==> images/m1.png <==
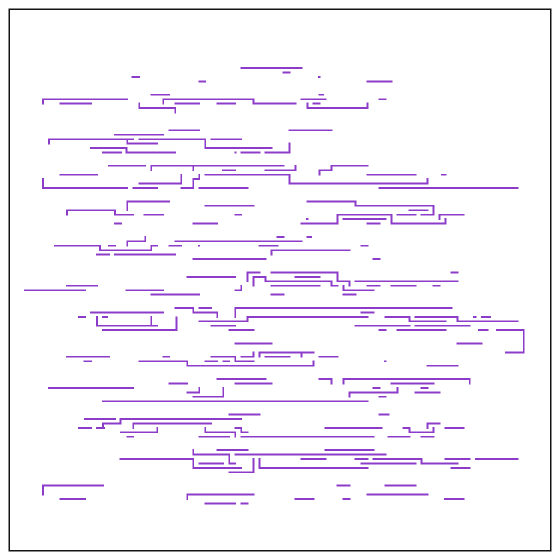
==> images/m2.png <==
Cells faint in the background.
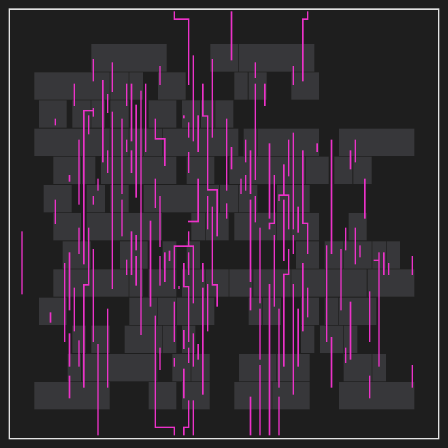
==> images/placed.png <==
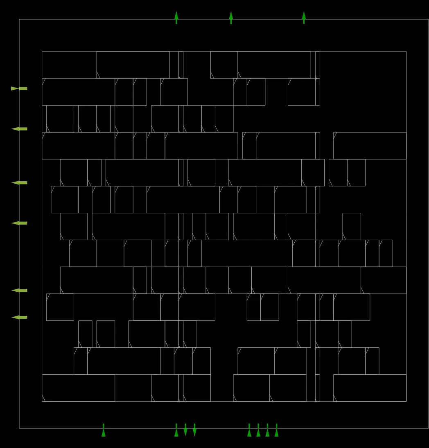
==> config.mk <==
export PLATFORM = sky130hd
export DESIGN_NAME = ones_pattern_gen
export DESIGN_NICKNAME = d
export VERILOG_FILES = /design/src/rtl/ones_pattern_gen.sv
export SDC_FILE = /design/constraint.sdc
export NUM_CORES = 1
export LEC_CHECK = 0
export ABC_AREA = 0
export CORE_MARGIN = 2
export CORE_UTILIZATION = 49
export CTS_BUF_LIST = sky130_fd_sc_hd__clkbuf_4 sky130_fd_sc_hd__clkbuf_8 sky130_fd_sc_hd__clkbuf_16
export CTS_CLUSTER_DIAMETER = 30
export DETAILED_ROUTE_END_ITERATION = 10
export GPL_ROUTABILITY_DRIVEN = 0
export PLACE_DENSITY_LB_ADDON = 0.12
export SLEW_MARGIN = 5
export SYNTH_ARGS = -nofsm -noshare
export SYNTH_HDL_FRONTEND = slang
export SYNTH_SLANG_ARGS = --single-unit
==> constraint.sdc <==
create_clock -name clk -period 2.7 [get_ports clk]
set_clock_uncertainty 0.15 [all_clocks]
set_input_delay 0.27 -clock clk [delete_from_list [all_inputs] [get_ports clk]]
set_output_delay 0.27 -clock clk [all_outputs]
set_load 0.1 [all_outputs]
==> src/rtl/ones_pattern_gen.sv <==
// ones_pattern_gen: serial thermometer-code generator, builds a WIDTH-bit word with N ones one bit per clock.
// Define ONES_GEN_MSB_FIRST_EN to fill from the MSB instead of the LSB.
module ones_pattern_gen #(
    parameter int WIDTH = 8,
    localparam int CW = $clog2(WIDTH + 1)
) (
    input  logic             clk,
    input  logic             reset,
    input  logic             s,
    input  logic [CW-1:0]    count,
    output logic [WIDTH-1:0] pattern,
    output logic             done,
    output logic             err
);
    localparam logic [1:0] IDLE = 2'd0;
    localparam logic [1:0] FILL = 2'd1;
    localparam logic [1:0] DONE = 2'd2;
    localparam logic [CW-1:0] WMAX = CW'(WIDTH);

    logic [1:0]       state;
    logic [CW-1:0]    rem;
    logic             over;
    logic [WIDTH-1:0] shifted;

    assign over = count > WMAX;
    assign done = state == DONE;
`ifdef ONES_GEN_MSB_FIRST_EN
    assign shifted = {1'b1, pattern[WIDTH-1:1]};
`else
    assign shifted = {pattern[WIDTH-2:0], 1'b1};
`endif

    always_ff @(posedge clk) begin
        if (reset) begin
            state   <= IDLE;
            pattern <= '0;
            rem     <= '0;
            err     <= 1'b0;
        end else begin
            case (state)
                IDLE: begin
                    rem <= over ? WMAX : count;
                    err <= over;
                    if (s) begin
                        state   <= FILL;
                        pattern <= '0;
                    end
                end
                FILL: begin
                    if (rem == '0) begin
                        state <= DONE;
                    end else begin
                        pattern <= shifted;
                        rem     <= rem - CW'(1);
                    end
                end
                DONE: if (!s) state <= IDLE;
                default: state <= IDLE;
            endcase
        end
    end
endmodule

==> impl_metrics.yaml <==
# physical design summary
outcome:
  status: "complete, no violations"
pwr:
  internal_power_mw: 0.380
  p_seq_mw: 0.272
  switching_share: 0.386
  pwr-share-clk: 0.211
  ir_worst_vdd_mv: 0.424
  comb_cell_power_mw: 0.216
  p_switching_mw: 0.239
  combPwrFrac: 0.349
  top_power_group: "registers"
  total_power_mw: 0.619
  p_per_area_nw_per_um2: 746
  p_leak_nw: 0.334
  clk-power_mw: 0.130
  seqPwrFrac: 0.440
final_layout:
  seqCellArea_um2: 300
  area_growth_pct: 21.4
  final_cells: 113
  signal_buffers: 16
  fill_cells: 114
  logic_gates: 60
  final_area_um2: 830
  largest_reg_flops: 8
  seq_share: 0.362
  comb_area_frac: 0.406
  dominant_cells: "combinational gates"
  final-clk-cell-share: 0.0332
  lay_top_count: "dfxtp_1"
  clockBufferCount: 3
  top_register: "pattern"
  area_share_nonclk_buffers: 0.163
  drive_gt1_frac: 0.153
  logic_area_um2: 337
  n_antenna_cell: 0
  ff_count: 15
  final_layout_top_logic_cells: "15 x dfxtp_1, 13 x nor2_1, 10 x a21oi_1, 10 x buf_4, 7 x nand2_1"
  largestRegisters: "pattern (8), rem (4), state (2)"
timing:
  timing.final.ws_setup_ns: 0.778
  slew_violations: 0
  hold_viol_final: 0
  period_needed_ns: 1.92
  grt_setup_unrepaired: "no"
  setup_violations: 0
  worst_pin_slew_ns: 0.550
  hold_slack_ns: 0.307
worst_setup_path:
  end_kind: "flip-flop"
  worst_ep_arrival_time_ns: 1.93
  required_ns: 2.71
  r2r_cells: 6
  crit_type: "reg -> reg"
grt:
  overflow: 0
  track_usage: 0.188
  gr-usage-met1: 0.237
  grt_first_pass_wirelength_mm: 2.04
  grt_antenna_before_repair: 0
  grt_pass1_vias: 498
  gr-max-usage-layer: "met2"
  grt_max_degree: 16
  use_met3: 0.0479
route:
  maxUsedRoutingLayer: "met4"
  first_iter_violations: 22
  wl_per_cell_um: 12.1
  drc: 0
  wl_met3_um: 48
  ant_nets: 0
  viasPerCell: 5.64
  dr.pass1.iters: 4
  wl_met1_um: 651
  wl_met2_um: 656
hold_path:
  hold_path.class: "reg -> reg"
  holdPathStages: 2
floorplanning:
  die_w_um: 41.3
  chipArea_um2: 1710
  io_pins: 17
  core_um2: 1300
  initCoreUtil: 0.525
  die_h_um: 41.3
  n_tap_cell: 15
logic_synthesis:
  ff_type: "dfxtp_1"
  simple_gate_share: 0.269
  syn_avg_cell_area_um2: 8.23
  synth.distinct_cells: 25
  ys_sh_xor: 0.0128
  edf_count: 0
  ys_area_um2: 683
  synthTopCellsByCount: "15 x dfxtp_1, 13 x nor2_1, 10 x a21oi_1"
  area_leaders: "dfxtp_1 44%, a21oi_1 7.3%, nor2_1 7.1%"
  adder_share: 0.0183
  ys_seq_frac: 0.440
  largest_area_cell: "dfxtp_1"
  logic_family: "simple AND/OR/NAND/NOR gates"
  async_flop_share: 0
  synthAoiAreaFrac: 0.178
  fp_nets: 91
  yosys_cells: 83
  yosys.area.top_type_share: 0.440
  ys_warn_count: 0
  top_cell: "dfxtp_1"
place:
  place_area_um2: 802
  dp_slack_ns: 0.776
  placed_cells: 109
job:
  warning_count: 26
  maxCapViolCount: 0
cts:
  cts_made_buffers: 3
  h-tree-depth: 1
  ctsRootBufferMaster: "clkbuf_4"
  clk_pin_slew_ns: 0.10
  cts_resized: 0
  clock_sinks: 15
  cts_setup_buffers: 0
  cts_tree: "done"
  cts_hold_buf: 0
  insertion_delay_ns: 0.28
Back to the opening pictures, m1.png:
wire length on this layer = 652 um
nets with wire on the layer = 98
share of all routed wire = 48%
main direction = horizontal
longest straight run = 20.2 um

Back to the opening pictures, m2.png:
longest straight run = 23.5 um
nets with wire on the layer = 88
wire length on this layer = 657 um
vias after detailed routing: 637
met2 usage: 0.293

Back to the opening pictures, placed.png:
final core occ: 0.638
std cell rows: 13

==> critical path: stages, from the launching register on <==
cell,delay [ns]
dfxtp_1,0.38
inv_1,0.06
ha_1,0.23
and4bb_4,0.22
or3_1,0.48
a22oi_1,0.23
nor2_1,0.06
==> path summary, 6_finish.rpt <==
check             slack [ns]                     from                       to
setup / recovery        0.78      rem[0]$_SDFFE_PP0P_  pattern[1]$_SDFFE_PP0P_
hold / removal          0.31  pattern[7]$_SDFFE_PP0P_  pattern[7]$_SDFFE_PP0P_
setup reg to reg        0.78      rem[0]$_SDFFE_PP0P_  pattern[1]$_SDFFE_PP0P_
hold reg to reg         0.31  pattern[7]$_SDFFE_PP0P_  pattern[7]$_SDFFE_PP0P_
Power and IR drop assume default switching activity.
